**src/rtl/keypad_pkg.sv**
```systemverilog
// Shared types and constants for the 4x4 keypad scanner: FSM states, the
// (row,col) to hex key map and the idle row pattern.
package keypad_pkg;

   typedef enum logic [1:0] {
      SCAN,
      PRESS_DB,
      HOLD,
      RELEASE_DB
   } scan_state_t;

   localparam logic [3:0] IDLE_ROWS = 4'hF;

   // Indexed as KEY_MAP[row][col]; the rightmost nibble of each row is column 0.
   localparam logic [3:0][3:0][3:0] KEY_MAP = {
      {4'hD, 4'hF, 4'h0, 4'hE},
      {4'hC, 4'h9, 4'h8, 4'h7},
      {4'hB, 4'h6, 4'h5, 4'h4},
      {4'hA, 4'h3, 4'h2, 4'h1}
   };

   function automatic logic [1:0] low_row(input logic [3:0] rows);
      logic [1:0] idx;
      casez (rows)
         4'b???0: idx = 2'd0;
         4'b??01: idx = 2'd1;
         4'b?011: idx = 2'd2;
         default: idx = 2'd3;
      endcase
      return idx;
   endfunction

endpackage

```
**src/rtl/keypad_scanner_debounce_counter.sv**
```systemverilog
// Saturating up-counter with synchronous clear, shared by the press and
// release debounce phases of the keypad scanner.
module debounce_counter #(
   parameter int               WIDTH    = 3,
   parameter logic [WIDTH-1:0] TERMINAL = '1
) (
   input  logic clk,
   input  logic rst,
   input  logic clear,
   input  logic enable,
   output logic done
);

   logic [WIDTH-1:0] count;

   assign done = (count == TERMINAL);

   // Holds at the terminal count instead of wrapping.
   always_ff @(posedge clk or negedge rst) begin
      if (!rst) begin
         count <= '0;
      end else if (clear) begin
         count <= '0;
      end else if (enable && !done) begin
         count <= count + WIDTH'(1);
      end
   end

endmodule

```
**src/rtl/keypad_scanner.sv**
```systemverilog
// 4x4 matrix keypad scanner: rotates a one-cold column drive, debounces the
// first key found and emits a single key_valid pulse with its hex code.
module keypad_scanner
   import keypad_pkg::*;
#(
   parameter int SCAN_TICKS      = 50000,
   parameter int DEBOUNCE_CYCLES = 500000
) (
   input  logic       clk,
   input  logic       rst,
   input  logic [3:0] fil,
   output logic [3:0] col,
   output logic       key_valid,
   output logic [3:0] key_code
);

   localparam int SCAN_W = $clog2(SCAN_TICKS);
   localparam int DB_W   = $clog2(DEBOUNCE_CYCLES);

   scan_state_t       state, state_next;
   logic [3:0]        sync_a, sync_b;
   logic [SCAN_W-1:0] scan_cnt, scan_cnt_next;
   logic [1:0]        col_idx, col_idx_next;
   logic [3:0]        lat_rows, lat_rows_next;
   logic              key_valid_next;
   logic [3:0]        key_code_next;
   logic              db_clear, db_enable, db_done;
   logic              scan_last;

   assign col       = ~(4'b0001 << col_idx);
   assign scan_last = (scan_cnt == SCAN_W'(SCAN_TICKS - 1));

   debounce_counter #(
      .WIDTH    (DB_W),
      .TERMINAL (DB_W'(DEBOUNCE_CYCLES - 1))
   ) u_debounce (
      .clk    (clk),
      .rst    (rst),
      .clear  (db_clear),
      .enable (db_enable),
      .done   (db_done)
   );

   always_ff @(posedge clk or negedge rst) begin
      if (!rst) begin
         sync_a    <= IDLE_ROWS;
         sync_b    <= IDLE_ROWS;
         state     <= SCAN;
         scan_cnt  <= '0;
         col_idx   <= '0;
         lat_rows  <= IDLE_ROWS;
         key_valid <= 1'b0;
         key_code  <= 4'h0;
      end else begin
         sync_a    <= fil;
         sync_b    <= sync_a;
         state     <= state_next;
         scan_cnt  <= scan_cnt_next;
         col_idx   <= col_idx_next;
         lat_rows  <= lat_rows_next;
         key_valid <= key_valid_next;
         key_code  <= key_code_next;
      end
   end

   // The column stays frozen from the moment a key is seen until its release
   // has been debounced, so the row pattern keeps referring to that column.
   always_comb begin
      state_next     = state;
      scan_cnt_next  = scan_cnt;
      col_idx_next   = col_idx;
      lat_rows_next  = lat_rows;
      key_valid_next = 1'b0;
      key_code_next  = key_code;
      db_clear       = 1'b0;
      db_enable      = 1'b0;

      case (state)
         SCAN: begin
            if (scan_last) begin
               scan_cnt_next = '0;
               if (sync_b != IDLE_ROWS) begin
                  lat_rows_next = sync_b;
                  db_clear      = 1'b1;
                  state_next    = PRESS_DB;
               end else begin
                  col_idx_next = col_idx + 2'd1;
               end
            end else begin
               scan_cnt_next = scan_cnt + SCAN_W'(1);
            end
         end
         PRESS_DB: begin
            if (sync_b != lat_rows) begin
               state_next = SCAN;
            end else if (db_done) begin
               key_valid_next = 1'b1;
               key_code_next  = KEY_MAP[low_row(lat_rows)][col_idx];
               state_next     = HOLD;
            end else begin
               db_enable = 1'b1;
            end
         end
         HOLD: begin
            if (sync_b == IDLE_ROWS) begin
               db_clear   = 1'b1;
               state_next = RELEASE_DB;
            end
         end
         RELEASE_DB: begin
            if (sync_b != IDLE_ROWS) begin
               state_next = HOLD;
            end else if (db_done) begin
               col_idx_next  = col_idx + 2'd1;
               scan_cnt_next = '0;
               state_next    = SCAN;
            end else begin
               db_enable = 1'b1;
            end
         end
         default: state_next = SCAN;
      endcase
   end

endmodule

```
**config.mk**
```make
export PLATFORM = sky130hd
export DESIGN_NAME = keypad_scanner
export DESIGN_NICKNAME = d
export VERILOG_FILES = /design/src/rtl/keypad_pkg.sv /design/src/rtl/keypad_scanner_debounce_counter.sv /design/src/rtl/keypad_scanner.sv
export SDC_FILE = /design/constraint.sdc
export NUM_CORES = 1
export LEC_CHECK = 0
export CAP_MARGIN = 20
export CORE_AREA = 2 2 69 97
export DETAILED_ROUTE_END_ITERATION = 10
export DIE_AREA = 0 0 71 99
export PLACE_DENSITY = 0.74
export SETUP_SLACK_MARGIN = 0.05
export SYNTH_ARGS = -nofsm -noshare
export SYNTH_HDL_FRONTEND = slang
export SYNTH_HIERARCHICAL = 1
export SYNTH_SLANG_ARGS = --single-unit
export TNS_END_PERCENT = 20
```
**constraint.sdc**
```tcl
create_clock -name clk -period 2.49 [get_ports clk]
set_input_delay 0.498 -clock clk [delete_from_list [all_inputs] [get_ports clk]]
set_output_delay 0.498 -clock clk [all_outputs]
set_load 0.005 [all_outputs]
```
Fig. 1: metal 1
Supply wires on this layer in gray.
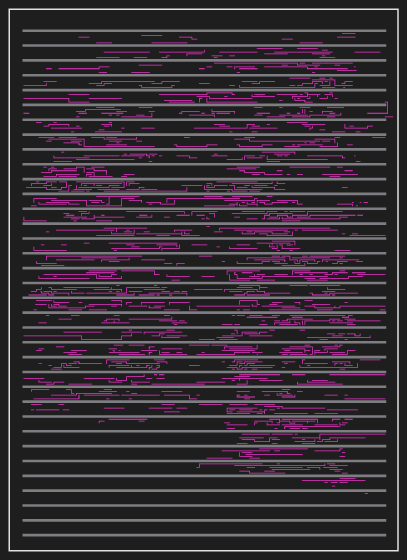
- main direction: horizontal
- wire length on this layer: 2890 um
- share of all routed wire: 42%
- longest straight run: 20.2 um
vias: 2663
GR Util met1: 24.8%
total wire length: 6820 um

Fig. 2: supply network
Pins as bars on the die edge.
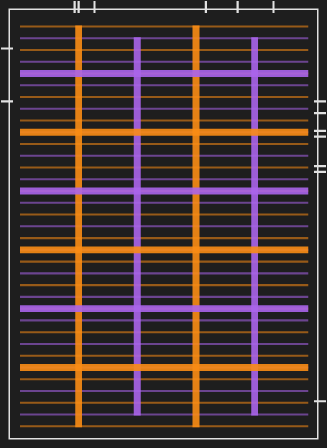
- orange: VSS
- purple: VDD
- signal pins: 15
- rows: 34
- met5 straps: 6
- met4 straps: 4
- met1 rails: 35
Die Y: 99 um
Core Area: 0.00617 mm2
Worst VDD drop: 0.286 mV

Fig. 3: sequential cells colored by netlist name
Other sequential cells in the stronger gray, the rest of the logic in the fainter gray.
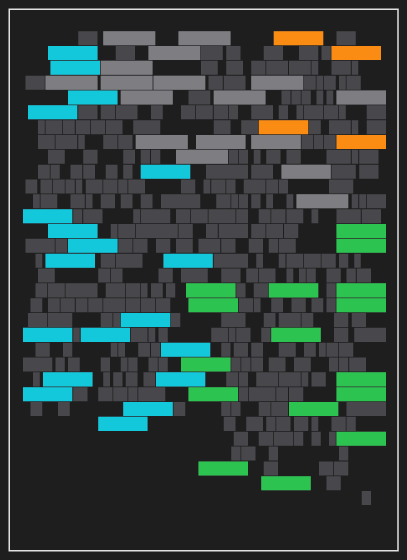
- cyan: `u_debounce/count` (sequential cells 19)
- orange: `key_code` (sequential cells 4; where upper right)
- green: `scan_cnt` (sequential cells 16)
- not colored: 17
sequential cell area share: 37.5%
sequential cell area: 0.00142 mm2
final core occ: 61.3%
Seq power: 0.926 mW

Fig. 4: selected gate families
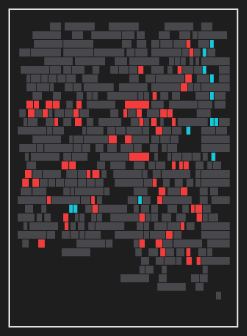
- red: NAND gates (cells 61)
- cyan: inverters (cells 12)
Comb/total area: 43.7%
non-filler cells, final: 438
most instantiated logic cell after routing: dfrtp_1

-- worst reg2reg max path: stages (launching register included) --
cell	delay, ps
dfrtp_1	400
or4_4	560
nor4_4	280
and2_4	200
buf_6	90
nand3_4	90
o21a_4	260
or4_1	500
a21oi_1	130
-- flip-flops by register name (all words and copies together) (netlist names) --
| signal | flops |
|---|---|
| lat_rows | 4 |
| key_code | 4 |
| key_valid | 1 |
| scan_cnt | 16 |
| sync_a | 4 |
| sync_b | 4 |
| u_debounce/count | 19 |
| state | 2 |
| col_idx | 2 |
-- cell type report --
cell class,count,area (um2)
Clock inverter,3,21.3
Tap cell,72,90.1
Inverter,12,45.0
Clock buffer,5,68.8
Sequential cell,56,1420
Fill cell,500,2380
Timing Repair Buffer,56,487
Multi-Input combinational cell,234,1650
-- per-layer routing --
metal	vias up	track usage, %
li1	1292	-
met1	1323	24.8
met2	36	37.0
met3	12	3.17
met4	0	8.85
met5	-	0
-- metrics by stage --
stage | setup slack [ps] | instance area (um2) | total power [mW]
6_report | -92.9 | 3780 | 1.48
5_1_grt | -192 | 3780 | 1.54
4_1_cts | -90.2 | 3750 | 1.50
3_5_place_dp | -148 | 3620 | 0.985
3_3_place_gp | -83.2 | 3620 | 0.983
2_1_floorplan | -190 | 3180 | 0.949
-- logic make-up (layout without fill, tap and decap cells) --
| family | count (synthesis) | after routing | share of synthesized area, % |
|---|---|---|---|
| compound gates | 72 | 74 | 14.9 |
| simple gates | 131 | 131 | 25.3 |
| buf+inv | 30 | 76 | 4.75 |
| flops | 56 | 56 | 44.8 |
| fa+ha+maj | 6 | 6 | 2.38 |
| mux | 15 | 15 | 5.59 |
| xor+xnor | 8 | 8 | 2.22 |
-- worst min-delay path by stage --
stage	to	from	depth (start not counted)	slack [ps]
CTS	scan_cnt[12]	rst	1	210
finish	scan_cnt[12]	rst	1	190
detailed placement	sync_b[3]	sync_a[3]	0	350
floorplan	col_idx[0]	rst	0	200
global route	scan_cnt[12]	rst	1	240
global placement	sync_b[1]	sync_a[1]	0	350
-- power groups by stage --
| stage | Combinational [mW] | Sequential (mW) | Clock [mW] |
|---|---|---|---|
| after floorplan | 0.00523 | 0.944 | 0 |
| after global routing | 0.0469 | 0.927 | 0.571 |
| after detailed placement | 0.0422 | 0.943 | 0 |
| after global placement | 0.0410 | 0.942 | 0 |
| after CTS | 0.0427 | 0.926 | 0.530 |
| final | 0.0413 | 0.926 | 0.515 |
-- timing repair --
| action | 4_1_cts | 5_1_grt |
|---|---|---|
| setup endpoints to repair | 22 | 39 |
| gates resized | 7 | 8 |
| pin swaps | 16 | 8 |
| gates cloned | 2 | 0 |
| setup buffers | 0 | 1 |
==> run_results.csv <==
group,metric,value,unit
run_status,status,"finished, violations left",
run_status,violations,"setup timing",
logic_synthesis,synthDistinctLibCells,54,
sta,whs,189,ps
cts,clkLatencyLatePin,320,ps
worst_setup_path,crit_cells,8,
logic_synthesis,synthFlopType,"dfrtp_1",
sta,finalHoldViolations,0,
logic_synthesis,synth_top_cell_by_area,"dfrtp_1",
floorplanning,fp-utilization,51.2,%
cts,numCtsBuffers,5,
route,wl_met1,2890,um
flow_run,warning_count,32,
power,static-leakage-power,1.57,nW
floorplanning,chipWidth,71,um
cts,cts_hold_buf,0,
floorplanning,dieArea,0.00703,mm2
worst_setup_path,reg2reg_depth,8,
logic_synthesis,ys_area,0.00316,mm2
route,drt-vias-per-instance,6.08,
sta,max_freq,0.387,GHz
power,comb_power_share,2.8,%
route,drc,0,
cts,cts_tree,"done",
logic_synthesis,synth_flops,56,
power,clockPowerShare,34.7,%
cts,htreeDepth,2,
logic_synthesis,top_cells_by_area,"dfrtp_1 (35%), dfstp_2 (10%), a21oi_1 (4.3%)",
logic_synthesis,synthCells,318,
worst_setup_path,start_kind,"register",
worst_setup_path,slowest_delay,560,ps
power,power.internal,1.14,mW
worst_setup_path,rrSetupSlack,-90,ps
worst_setup_path,path_delay_family,"simple AND/OR/NAND/NOR gates",
finish,nNetsFinal,377,
route,routed.top_layer,"met4",
sta,tns,-156,ps
worst_setup_path,cp.required,2740,ps
worst_setup_path,rr_endpoint,"scan_cnt[13]",
grt,grt_pass1_wl,12000,um
cts,root_buffer,"clkbuf_8",
logic_synthesis,syn_avg_cell_area,9.93,um2
worst_setup_path,path_cells,"or4_4, nor4_4, and2_4, buf_6, nand3_4, o21a_4, or4_1, a21oi_1",
sta,setup_viol_count_final,4,
sta,worst_slack,-92.9,ps
finish,drive_gt1_share,27.0,%
grt,grt_max_degree,31,
worst_setup_path,worstPathMaxFanout,7,
floorplanning,rows,34,
No activity file was given, so power comes from the tool's default toggle rates.
